[config.mk]
export PLATFORM = sky130hd
export DESIGN_NAME = rvj1_dram_arbiter
export DESIGN_NICKNAME = d
export VERILOG_FILES = /design/src/rtl/rvj1_dram_arbiter.sv
export SDC_FILE = /design/constraint.sdc
export NUM_CORES = 1
export LEC_CHECK = 0
export CAP_MARGIN = 20
export CORE_MARGIN = 2
export CORE_UTILIZATION = 39
export DETAILED_ROUTE_END_ITERATION = 10
export PLACE_DENSITY_LB_ADDON = 0.08
export SETUP_SLACK_MARGIN = 0.3
export SYNTH_ARGS = -nofsm -noshare
export SYNTH_HDL_FRONTEND = slang
export SYNTH_SLANG_ARGS = --single-unit
[constraint.sdc]
create_clock -name clk_i -period 2.4 [get_ports clk_i]
set_clock_uncertainty 0.05 [all_clocks]
set_input_delay 0.36 -clock clk_i [delete_from_list [all_inputs] [get_ports clk_i]]
set_output_delay 0.36 -clock clk_i [all_outputs]
set_load 0.02 [all_outputs]
[src/rtl/rvj1_dram_arbiter.sv]
// rvj1_dram_arbiter: round-robin arbiter between the jedro_1 core data port and the
// Caravel Wishbone host for the shared data-memory port, with range check and timeout.
module rvj1_dram_arbiter #(
    parameter logic [31:0] MEM_BASE      = 32'h3000_4000,
    parameter int unsigned MEM_SIZE_LOG2 = 12,
    parameter int unsigned TIMEOUT       = 16
) (
    input  logic        clk_i,
    input  logic        rstn_i,
    // core data port
    input  logic        c_stb,
    input  logic [3:0]  c_we,
    input  logic [31:0] c_addr,
    input  logic [31:0] c_wdata,
    output logic [31:0] c_rdata,
    output logic        c_ack,
    output logic        c_err,
    // host Wishbone port
    input  logic        h_cyc,
    input  logic        h_stb,
    input  logic        h_we,
    input  logic [3:0]  h_sel,
    input  logic [31:0] h_addr,
    input  logic [31:0] h_wdata,
    output logic [31:0] h_rdata,
    output logic        h_ack,
    // memory port
    output logic        m_stb,
    output logic [3:0]  m_we,
    output logic [31:0] m_addr,
    output logic [31:0] m_wdata,
    input  logic [31:0] m_rdata,
    input  logic        m_ack,
    input  logic        m_err
);

    localparam int unsigned CNT_W = (TIMEOUT > 2) ? $clog2(TIMEOUT) : 1;

    localparam logic [1:0] S_IDLE = 2'd0;
    localparam logic [1:0] S_BUSY = 2'd1;
    localparam logic [1:0] S_DONE = 2'd2;

    localparam logic OWN_CORE = 1'b0;
    localparam logic OWN_HOST = 1'b1;

    logic [1:0]       state_q,   state_d;
    logic             last_q,    last_d;
    logic             owner_q,   owner_d;
    logic [CNT_W-1:0] cnt_q,     cnt_d;
    logic             drop_q,    drop_d;

    logic             m_stb_q,   m_stb_d;
    logic [3:0]       m_we_q,    m_we_d;
    logic [31:0]      m_addr_q,  m_addr_d;
    logic [31:0]      m_wdata_q, m_wdata_d;
    logic             c_ack_q,   c_ack_d;
    logic             c_err_q,   c_err_d;
    logic [31:0]      c_rdata_q, c_rdata_d;
    logic             h_ack_q,   h_ack_d;
    logic [31:0]      h_rdata_q, h_rdata_d;

    logic             c_req_c;
    logic             h_req_c;
    logic             grant_host_c;
    logic [31:0]      sel_addr_c;
    logic [31:0]      sel_wdata_c;
    logic [3:0]       sel_we_c;
    logic [31:0]      offset_c;
    logic             in_range_c;
    logic             timeout_c;

    // Request decode, round-robin pick and range check of the candidate address
    always_comb begin
        c_req_c      = c_stb;
        h_req_c      = h_cyc & h_stb;
        grant_host_c = h_req_c & (~c_req_c | (last_q == OWN_CORE));
        sel_addr_c   = grant_host_c ? h_addr  : c_addr;
        sel_wdata_c  = grant_host_c ? h_wdata : c_wdata;
        sel_we_c     = grant_host_c ? (h_we ? h_sel : 4'b0000) : c_we;
        offset_c     = sel_addr_c - MEM_BASE;
        in_range_c   = ((offset_c >> MEM_SIZE_LOG2) == 32'd0);
        timeout_c    = (cnt_q == CNT_W'(TIMEOUT - 1));
    end

    // Next-state and registered-output logic
    always_comb begin
        state_d   = state_q;
        last_d    = last_q;
        owner_d   = owner_q;
        cnt_d     = cnt_q;
        drop_d    = drop_q;
        m_stb_d   = 1'b0;
        m_we_d    = 4'b0000;
        m_addr_d  = 32'd0;
        m_wdata_d = 32'd0;
        c_ack_d   = 1'b0;
        c_err_d   = 1'b0;
        c_rdata_d = c_rdata_q;
        h_ack_d   = 1'b0;
        h_rdata_d = h_rdata_q;

        case (state_q)
            S_IDLE: begin
                if (c_req_c | h_req_c) begin
                    owner_d = grant_host_c ? OWN_HOST : OWN_CORE;
                    last_d  = grant_host_c ? OWN_HOST : OWN_CORE;
                    cnt_d   = '0;
                    drop_d  = 1'b0;
                    if (in_range_c) begin
                        state_d   = S_BUSY;
                        m_stb_d   = 1'b1;
                        m_we_d    = sel_we_c;
                        m_addr_d  = sel_addr_c;
                        m_wdata_d = sel_wdata_c;
                    end else begin
                        // out of window: answer with an error, never touch memory
                        state_d = S_DONE;
                        if (grant_host_c) begin
                            h_ack_d   = 1'b1;
                            h_rdata_d = 32'd0;
                        end else begin
                            c_err_d   = 1'b1;
                            c_rdata_d = 32'd0;
                        end
                    end
                end
            end

            S_BUSY: begin
                cnt_d  = cnt_q + CNT_W'(1);
                drop_d = drop_q | ((owner_q == OWN_HOST) & ~h_cyc);
                if (m_err | m_ack | timeout_c) begin
                    state_d = S_DONE;
                    cnt_d   = '0;
                    if (owner_q == OWN_CORE) begin
                        c_ack_d   = m_ack & ~m_err;
                        c_err_d   = ~(m_ack & ~m_err);
                        c_rdata_d = (m_ack & ~m_err) ? m_rdata : 32'd0;
                    end else if (~drop_d) begin
                        h_ack_d   = 1'b1;
                        h_rdata_d = (m_ack & ~m_err) ? m_rdata : 32'd0;
                    end
                end else begin
                    m_stb_d   = 1'b1;
                    m_we_d    = m_we_q;
                    m_addr_d  = m_addr_q;
                    m_wdata_d = m_wdata_q;
                end
            end

            S_DONE: begin
                state_d = S_IDLE;
            end

            default: begin
                state_d = S_IDLE;
            end
        endcase
    end

    // State and output registers; reset aborts any access without a response
    always_ff @(posedge clk_i or negedge rstn_i) begin
        if (!rstn_i) begin
            state_q   <= S_IDLE;
            last_q    <= OWN_HOST;
            owner_q   <= OWN_CORE;
            cnt_q     <= '0;
            drop_q    <= 1'b0;
            m_stb_q   <= 1'b0;
            m_we_q    <= 4'b0000;
            m_addr_q  <= 32'd0;
            m_wdata_q <= 32'd0;
            c_ack_q   <= 1'b0;
            c_err_q   <= 1'b0;
            c_rdata_q <= 32'd0;
            h_ack_q   <= 1'b0;
            h_rdata_q <= 32'd0;
        end else begin
            state_q   <= state_d;
            last_q    <= last_d;
            owner_q   <= owner_d;
            cnt_q     <= cnt_d;
            drop_q    <= drop_d;
            m_stb_q   <= m_stb_d;
            m_we_q    <= m_we_d;
            m_addr_q  <= m_addr_d;
            m_wdata_q <= m_wdata_d;
            c_ack_q   <= c_ack_d;
            c_err_q   <= c_err_d;
            c_rdata_q <= c_rdata_d;
            h_ack_q   <= h_ack_d;
            h_rdata_q <= h_rdata_d;
        end
    end

    assign m_stb   = m_stb_q;
    assign m_we    = m_we_q;
    assign m_addr  = m_addr_q;
    assign m_wdata = m_wdata_q;
    assign c_ack   = c_ack_q;
    assign c_err   = c_err_q;
    assign c_rdata = c_rdata_q;
    assign h_ack   = h_ack_q;
    assign h_rdata = h_rdata_q;

endmodule

Figure 1. Routing congestion map.
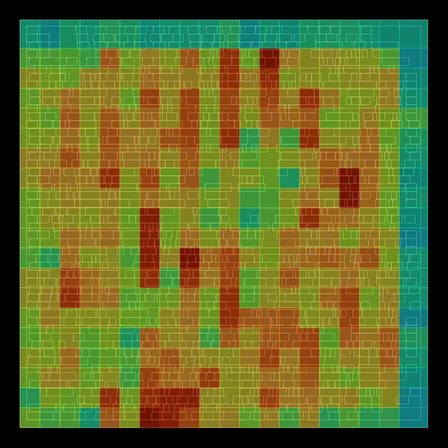
grt peak-use layer: met2
GRT Total Usage: 25.7%

Figure 2. Signal wires on met2.
Cells faint in the background.
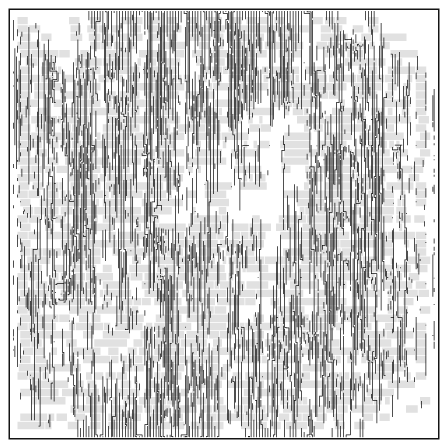
main direction	vertical
longest straight run	59.3 um
DR vias: 7,538
grt met2 use: 43.3%
routed wire length: 26,900 um

Figure 3. Sequential cells grouped by signal name.
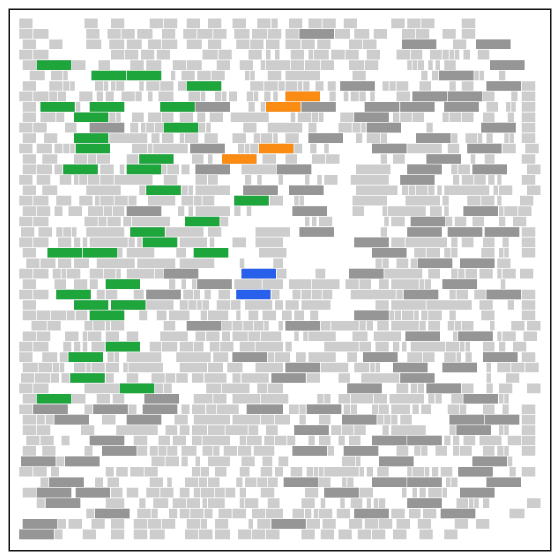
color	signal	placed flops
blue	state_q	2
green	m_wdata	32
orange	m_we	4
Reg area: 3630 um2
Power Sequential: 2.46 mW
fin util: 69.6%

==> impl_metrics.csv <==
group,metric,value,unit
status,status,"complete, no violations",
logic_synthesis,ys_sh_xor,0.360,%
layout,drive_gt1_share,25.1,%
logic_synthesis,simple_gate_share,19.1,%
logic_synthesis,synthDistinctLibCells,52,
global_routing,grt.met3_usage,5.23,%
logic_synthesis,postSynthSeqShare,49.7,%
worst_setup_path,cp-startpoint,"h_stb",
logic_synthesis,yosys_cells,762,
cts,ctsResizeCount,71,
layout,clk_share,4.80,%
final_timing,timing_worst_slew_pin_value,0.658,ns
layout,seq_share,28.2,%
final_timing,setup_viol,0,
worst_setup_path,cp_cell_sequence,"clkdlybuf4s50_1 > nand2_2 > or2_4 > buf_8 > buf_12 > buf_4 > mux2i_2 > or3_4 > nand2_8 > buf_12 > buf_12 > clkbuf_16 > o21ai_1",
detailed_routing,routedWlPerCell,19.6,um
layout,fin_area,12900,um2
placement,place_hpwl,15900,um
detailed_routing,drt_iter0_drc,427,
worst_hold_path,hold_path_class,"input port to flop",
global_routing,grt_util_met1,33.0,%
placement,routabilityCongestion,0.808,
cts,cts.clk_slew.worst_paths,0.07,ns
worst_setup_path,r2r-end,"m_wdata[25]",
layout,largestClassByArea,"non-clock buffers",
worst_setup_path,reg2reg_slack,0.002,ns
pwr,clock_power,2.82,mW
logic_synthesis,ys_top_cells_by_count,"dfrtp_1, nand2_1, o21ai_1, nand4_1",
final_timing,finalWorstSetupSlack,0.00194,ns
cts,root_buffer,"clkbuf_16",
pwr,comb_power_share,17.5,%
worst_setup_path,max_stage_delay,0.47,ns
global_routing,overflow,0,
worst_setup_path,crit_end,"m_wdata[25]",
pwr,net-switching-power,1.63,mW
placement,dpl_worst_slack,-0.550,ns
layout,nets,1302,
logic_synthesis,synth-edff-count,0,
pwr,internal-power,4.77,mW
pwr,ir_drop,0.510,mV
floorplanning,fp-utilization,39.4,%
detailed_routing,wl_met1,10800,um
detailed_routing,antenna_left,0,
worst_setup_path,path_max_fanout,7,
worst_setup_path,crit_arrival,2.66,ns
worst_setup_path,cpMaxStageDelayCell,"clkdlybuf4s50_1",
layout,buffers,416,
detailed_routing,dr.max_layer_used,"met4",
logic_synthesis,netlist_instances,762,
pwr,p_leak,5.21,nW
layout,comb.multi_input.count,545,
layout,comb-cell-share,28.1,%
logic_synthesis,ff_type,"dfrtp_1",
detailed_routing,first_pass_iters,5,
floorplanning,rows,50,
worst_setup_path,crit_type,"input port to flop",
pwr,pwr-share-clk,44.0,%
job,cap_viol_max_count,0,
worst_setup_path,worstSetupPathDepth,13,
floorplanning,taps,234,
final_timing,rsz0062_at_grt,"true",
worst_setup_path,end_kind,"flop",
final_timing,final.min_clock_period,2.40,ns
final_timing,finalCritPeriodShare,99.9,%
logic_synthesis,syn_area_per_cell,9.59,um2
floorplanning,fp.coreArea,18500,um2
layout,diodes,1,
logic_synthesis,synth_top_area_share,49.3,%
detailed_routing,via_per_inst,5.49,
logic_synthesis,topCellsByArea,"dfrtp_1, mux2_2, o21ai_1",
logic_synthesis,syn-num-nets,939,
layout,fillers,1438,
logic_synthesis,syn-cell-area,7300,um2
pwr,power_frac_seq,38.5,%
pwr,p_per_area,497,nW/um2
logic_synthesis,synthArstFlopShare,100,%
global_routing,grt_pass1_vias,7244,
logic_synthesis,synth_dominant_cell_count,"dfrtp_1",
Power and IR drop assume default switching activity.
